$ cat src/rtl/serial_word_receiver.sv
// =============================================================================
// serial_word_receiver : LSB-first serial-to-32-bit word receiver with timeout,
// overrun tracking and optional even-parity check (macro PARITY_CHECK_EN).
// Revision: 1.0
// =============================================================================
`default_nettype none

module serial_word_receiver (
  input  logic        clk,
  input  logic        rst_n,
  input  logic        sin,
  input  logic        sin_valid,
  input  logic        start_rx,
  input  logic        data_ack,
  output logic [31:0] dout,
  output logic        data_valid,
  output logic        rx_done,
  output logic        rx_busy,
  output logic        rx_abort,
`ifdef PARITY_CHECK_EN
  output logic        parity_err,
`endif
  output logic        overrun
);

  typedef enum logic [1:0] {
    S_IDLE = 2'd0,
    S_RECV = 2'd1,
    S_PAR  = 2'd2,
    S_DONE = 2'd3
  } state_t;

  localparam logic [5:0] C_LAST_BIT   = 6'd31;
  localparam logic [7:0] C_TMO_LIMIT  = 8'd255;

  state_t      r_state;
  logic [5:0]  r_bit_cnt;
  logic [31:0] r_shift;
  logic [7:0]  r_tmo;
  logic        w_tmo_expire;
`ifdef PARITY_CHECK_EN
  logic        r_par;
`endif

  // The idle edge that brings the counter to 255 is the one that aborts.
  assign w_tmo_expire = (r_tmo == (C_TMO_LIMIT - 8'd1));

  always_ff @(posedge clk or negedge rst_n) begin
    if (!rst_n) begin
      r_state    <= S_IDLE;
      r_bit_cnt  <= 6'd0;
      r_shift    <= 32'd0;
      r_tmo      <= 8'd0;
      dout       <= 32'd0;
      data_valid <= 1'b0;
      rx_done    <= 1'b0;
      rx_busy    <= 1'b0;
      rx_abort   <= 1'b0;
      overrun    <= 1'b0;
`ifdef PARITY_CHECK_EN
      r_par      <= 1'b0;
      parity_err <= 1'b0;
`endif
    end else begin
      rx_done  <= 1'b0;
      rx_abort <= 1'b0;
      if (data_ack && data_valid) begin
        data_valid <= 1'b0;
        overrun    <= 1'b0;
      end
      case (r_state)
        S_IDLE: begin
          if (start_rx) begin
            r_state   <= S_RECV;
            r_bit_cnt <= 6'd0;
            r_shift   <= 32'd0;
            r_tmo     <= 8'd0;
            rx_busy   <= 1'b1;
          end
        end
        S_RECV: begin
          if (sin_valid) begin
            r_shift[r_bit_cnt[4:0]] <= sin;
            r_bit_cnt <= r_bit_cnt + 6'd1;
            r_tmo     <= 8'd0;
            if (r_bit_cnt == C_LAST_BIT) begin
`ifdef PARITY_CHECK_EN
              r_state <= S_PAR;
`else
              r_state <= S_DONE;
`endif
            end
          end else begin
            r_tmo <= r_tmo + 8'd1;
            if (w_tmo_expire) begin
              rx_abort <= 1'b1;
              rx_busy  <= 1'b0;
              r_state  <= S_IDLE;
            end
          end
        end
`ifdef PARITY_CHECK_EN
        S_PAR: begin
          if (sin_valid) begin
            r_par   <= sin;
            r_tmo   <= 8'd0;
            r_state <= S_DONE;
          end else begin
            r_tmo <= r_tmo + 8'd1;
            if (w_tmo_expire) begin
              rx_abort <= 1'b1;
              rx_busy  <= 1'b0;
              r_state  <= S_IDLE;
            end
          end
        end
`endif
        S_DONE: begin
          // New word always wins; a simultaneous ack only suppresses overrun.
          dout       <= r_shift;
          rx_done    <= 1'b1;
          data_valid <= 1'b1;
          rx_busy    <= 1'b0;
          if (data_valid && !data_ack) begin
            overrun <= 1'b1;
          end
`ifdef PARITY_CHECK_EN
          parity_err <= ^{r_shift, r_par};
`endif
          r_state <= S_IDLE;
        end
        default: begin
          r_state <= S_IDLE;
          rx_busy <= 1'b0;
        end
      endcase
    end
  end

endmodule

`default_nettype wire
$ cat config.mk
export PLATFORM = sky130hd
export DESIGN_NAME = serial_word_receiver
export DESIGN_NICKNAME = d
export VERILOG_FILES = /design/src/rtl/serial_word_receiver.sv
export SDC_FILE = /design/constraint.sdc
export NUM_CORES = 1
export LEC_CHECK = 0
export CAP_MARGIN = 20
export CORE_UTILIZATION = 60
export CTS_CLUSTER_DIAMETER = 80
export CTS_CLUSTER_SIZE = 12
export DETAILED_ROUTE_END_ITERATION = 10
export MAX_ROUTING_LAYER = met4
export PLACE_DENSITY = 0.84
export SYNTH_ARGS = -nofsm -noshare
export SYNTH_HDL_FRONTEND = slang
export SYNTH_SLANG_ARGS = --single-unit
$ cat constraint.sdc
create_clock -name clk -period 5.1 [get_ports clk]
set_clock_uncertainty 0.1 [all_clocks]
set_input_delay 1.02 -clock clk [delete_from_list [all_inputs] [get_ports clk]]
set_output_delay 1.02 -clock clk [all_outputs]
set_load 0.01 [all_outputs]
### Placement view

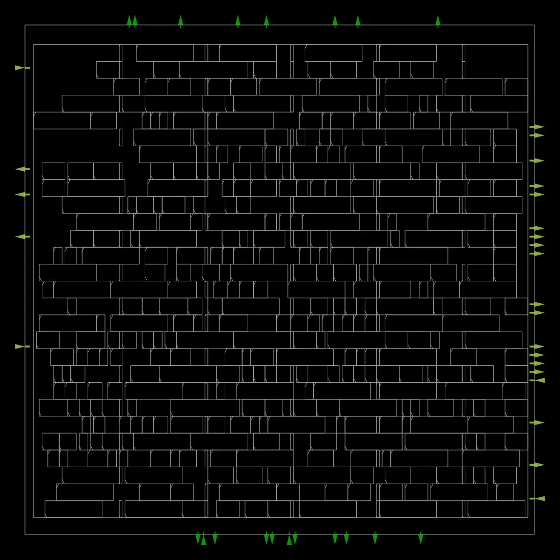
Finished Layout Cells: 452
Rows: 28

### Wiring by layer

Scale bar: 20 µm.
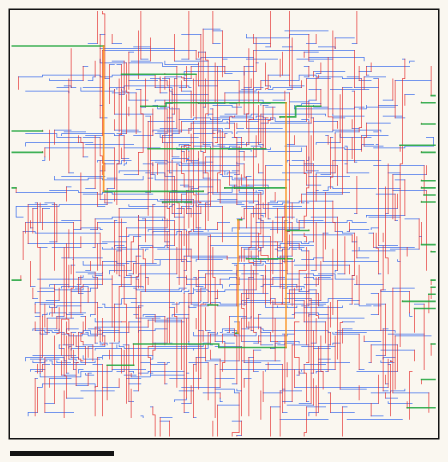
- green: M3 (wire length 243 µm)
- red: M2 (wire length 3520 µm)
- orange: M4 (wire length 96.6 µm)
- blue: M1 (wire length 3320 µm)
GRT Overall Usage: 24.8%
drt wl/cell: 15.9 µm

==> impl_metrics.yaml <==
# yosys + openroad results
worst_hold_path:
  hp-start: "r_bit_cnt[5]"
cts:
  hold_buffers: 0
  cts_root_buf: "clkbuf_8"
  ctsHtreeMaxLevel: 3
  cts_sinks: 85
  clk_latency_ns: 0.35
  cts_buffer_depth: 2
  cts_tree: "built"
  cts.clk_slew.worst_paths_ns: 0.08
  cts-buffers-inserted: 9
  cts_setup_buffers: 0
  cts_resized: 0
routing:
  vias: 2610
  drt-initial-drc-count: 189
  via_per_inst: 5.77
  top_layer_used: "met4"
  dr.pass1.iters: 4
  postRouteAntennaNets: 0
  wl_met2_um: 3520
  wl_um: 7170
  route.detailed.drc: 0
placement:
  dpl_cell_area_mm2: 0.00427
  dpl.hpwl_um: 4610
  port_buffers: 42
  routabilityCongestion: 0.778
power_and_ir_drop:
  powerDensity_mw_per_mm2: 429
  seq_power_share_pct: 49.6
  p_sw_uw: 580
  clkPwrFrac_pct: 29.1
  ir_drop_mv: 0.243
  combPwrFrac_pct: 21.3
  p_int_mw: 1.36
  p_leak_nw: 2.11
  swShare_pct: 29.9
synth:
  edf_count: 0
  most_common_cell: "dfrtp_1"
  synthFlopType: "dfrtp_1"
  synth_warnings: 0
  synth.net_count: 350
  synth.top_cells.by_count: "dfrtp_1 (85), nand2_1 (42), mux2i_1 (34), mux2_2 (33), nand3_1 (24)"
  syn_area_mm2: 0.00384
  ys.flops: 85
  topCellsByArea: "dfrtp_1 (55%), mux2_2 (9.7%), mux2i_1 (8.9%), nand2_1 (4.1%), nand3_1 (3.1%)"
  ys_area_mm2: 0.00384
  yosys.area.top_type_share_pct: 55.4
  post-synth-top-area-cell: "dfrtp_1"
  synth_cells: 338
  syn_area_per_cell_um2: 11.4
  seq_area_frac_synth_pct: 55.4
sta:
  fmax_mhz: 299
  whs_ns: 0.390
  post-route-min-period_ns: 3.34
  finalSetupViolCount: 0
  rsz0062_at_grt: "no"
  hold_viol: 0
  max_slew_margin_pct: 36.3
  worstMarginPinSlew_ns: 0.953
  slew_viol_final: 0
  fin_tns_setup_ns: 0
  fin_crit_sh_pct: 65.5
finish:
  finish.utilization_pct: 74.6
  seq_share_pct: 47.0
  non_clock_inverter_count: 9
  fill_cells: 426
  buffers: 44
  clkCellAreaFrac_pct: 5.28
  seq_area_mm2: 0.00213
  nonClkBufAreaFrac_pct: 9.85
  comb_share_pct: 35.0
  largestRegisters: "dout: 32 flops, r_shift: 32 flops, r_tmo: 8 flops"
  clkbuf_count: 10
  insertedDiodeCount: 0
  logic_gates: 223
  area_growth_pct: 17.7
  drive_above_1_share_pct: 14.3
  fin_area_mm2: 0.00452
  largest_cell_class: "registers"
  ff_count: 85
floorplanning:
  dieHeight_um: 82.0
  taps: 75
  die_area_mm2: 0.00673
  die_x_um: 82.0
  core_mm2: 0.00606
  fp_util_pct: 63.4
global_route:
  antenna_found_initial: 0
  grt_pass1_wl_um: 12000
  busiest_layer: "met2"
  grt_max_degree: 86
  grtUsageMet1_pct: 31.2
  grt_overflow: 0
  first_global_vias: 2599
  grt_use_met2_pct: 38.4
worst_setup_path:
  crit_required_ns: 5.18
  reg2reg_to: "r_shift[24]"
  reg2reg_slack_ns: 2.36
  crit_path_end: "r_shift[24]"
  timing.rr.start: "r_state[1]"
  crit_start: "start_rx"
  worstPathArrival_ns: 3.42
  cp-start-kind: "input port"
  criticalPathCategory: "input port to register"
  rr_worst_depth: 3
run:
  warnings: 30
run_status:
  status: "completed"
[through the flow]
stage	setup slack (ns)	power (mW)	cells
after floorplan	2.76	1.22	338
after global placement	1.52	1.36	435
after detailed placement	1.35	1.39	435
after CTS	1.73	1.95	451
after global routing	1.61	2.06	452
final	1.76	1.94	452
[worst min path at each step]
stage	endpoint	depth (start not counted)
floorplan	r_state[1]	1
global placement	r_state[1]	1
detailed placement	r_state[1]	1
CTS	r_state[1]	1
global route	r_state[1]	1
finish	r_state[1]	1
[placed cells by master (no fill, tap or decap), drive strengths merged]
master         instances
nand2                 42
dfrtp                 85
mux2                  33
nor4b                  1
clkdlybuf4s50         41
clkinv                 3
nand3b                 6
o211ai                 2
nor2                   2
clkbuf                10
mux2i                 34
o31ai                  2
or3b                   3
nand2b                 5
bufinv                 3
ha                     6
nor3                  19
a2bb2oi                1
o21bai                 1
nand3                 24
a22o                   2
and3                   1
or3                    4
o21ai                 10
o32ai                  1
inv                    8
nor3b                  5
a21oi                 10
clkinvlp               1
or4                    3
nor2b                  4
nand4                  2
buf                    3
[power groups by stage]
stage	combinational (mW)	clock [mW]	sequential [mW]
2_1_floorplan	0.285	0	0.933
3_3_place_gp	0.389	0	0.969
3_5_place_dp	0.414	0	0.973
4_1_cts	0.416	0.573	0.962
5_1_grt	0.468	0.601	0.987
6_report	0.414	0.565	0.964
[logic make-up after synthesis]
family,Yosys count,share of synthesized area (%)
muxes,67,18.5
AOI/OAI and AO/OA,29,4.49
adders and majority gates,6,1.95
buffers and inverters,30,3.39
and+or+nand+nor,121,16.3
DFF,85,55.4
[critical path, cell delays in order]
cell	delay [ns]
clkdlybuf4s50_1	0.57
or3b_2	0.77
nand2_1	0.82
mux2i_1	0.21
Power and IR drop assume default switching activity.
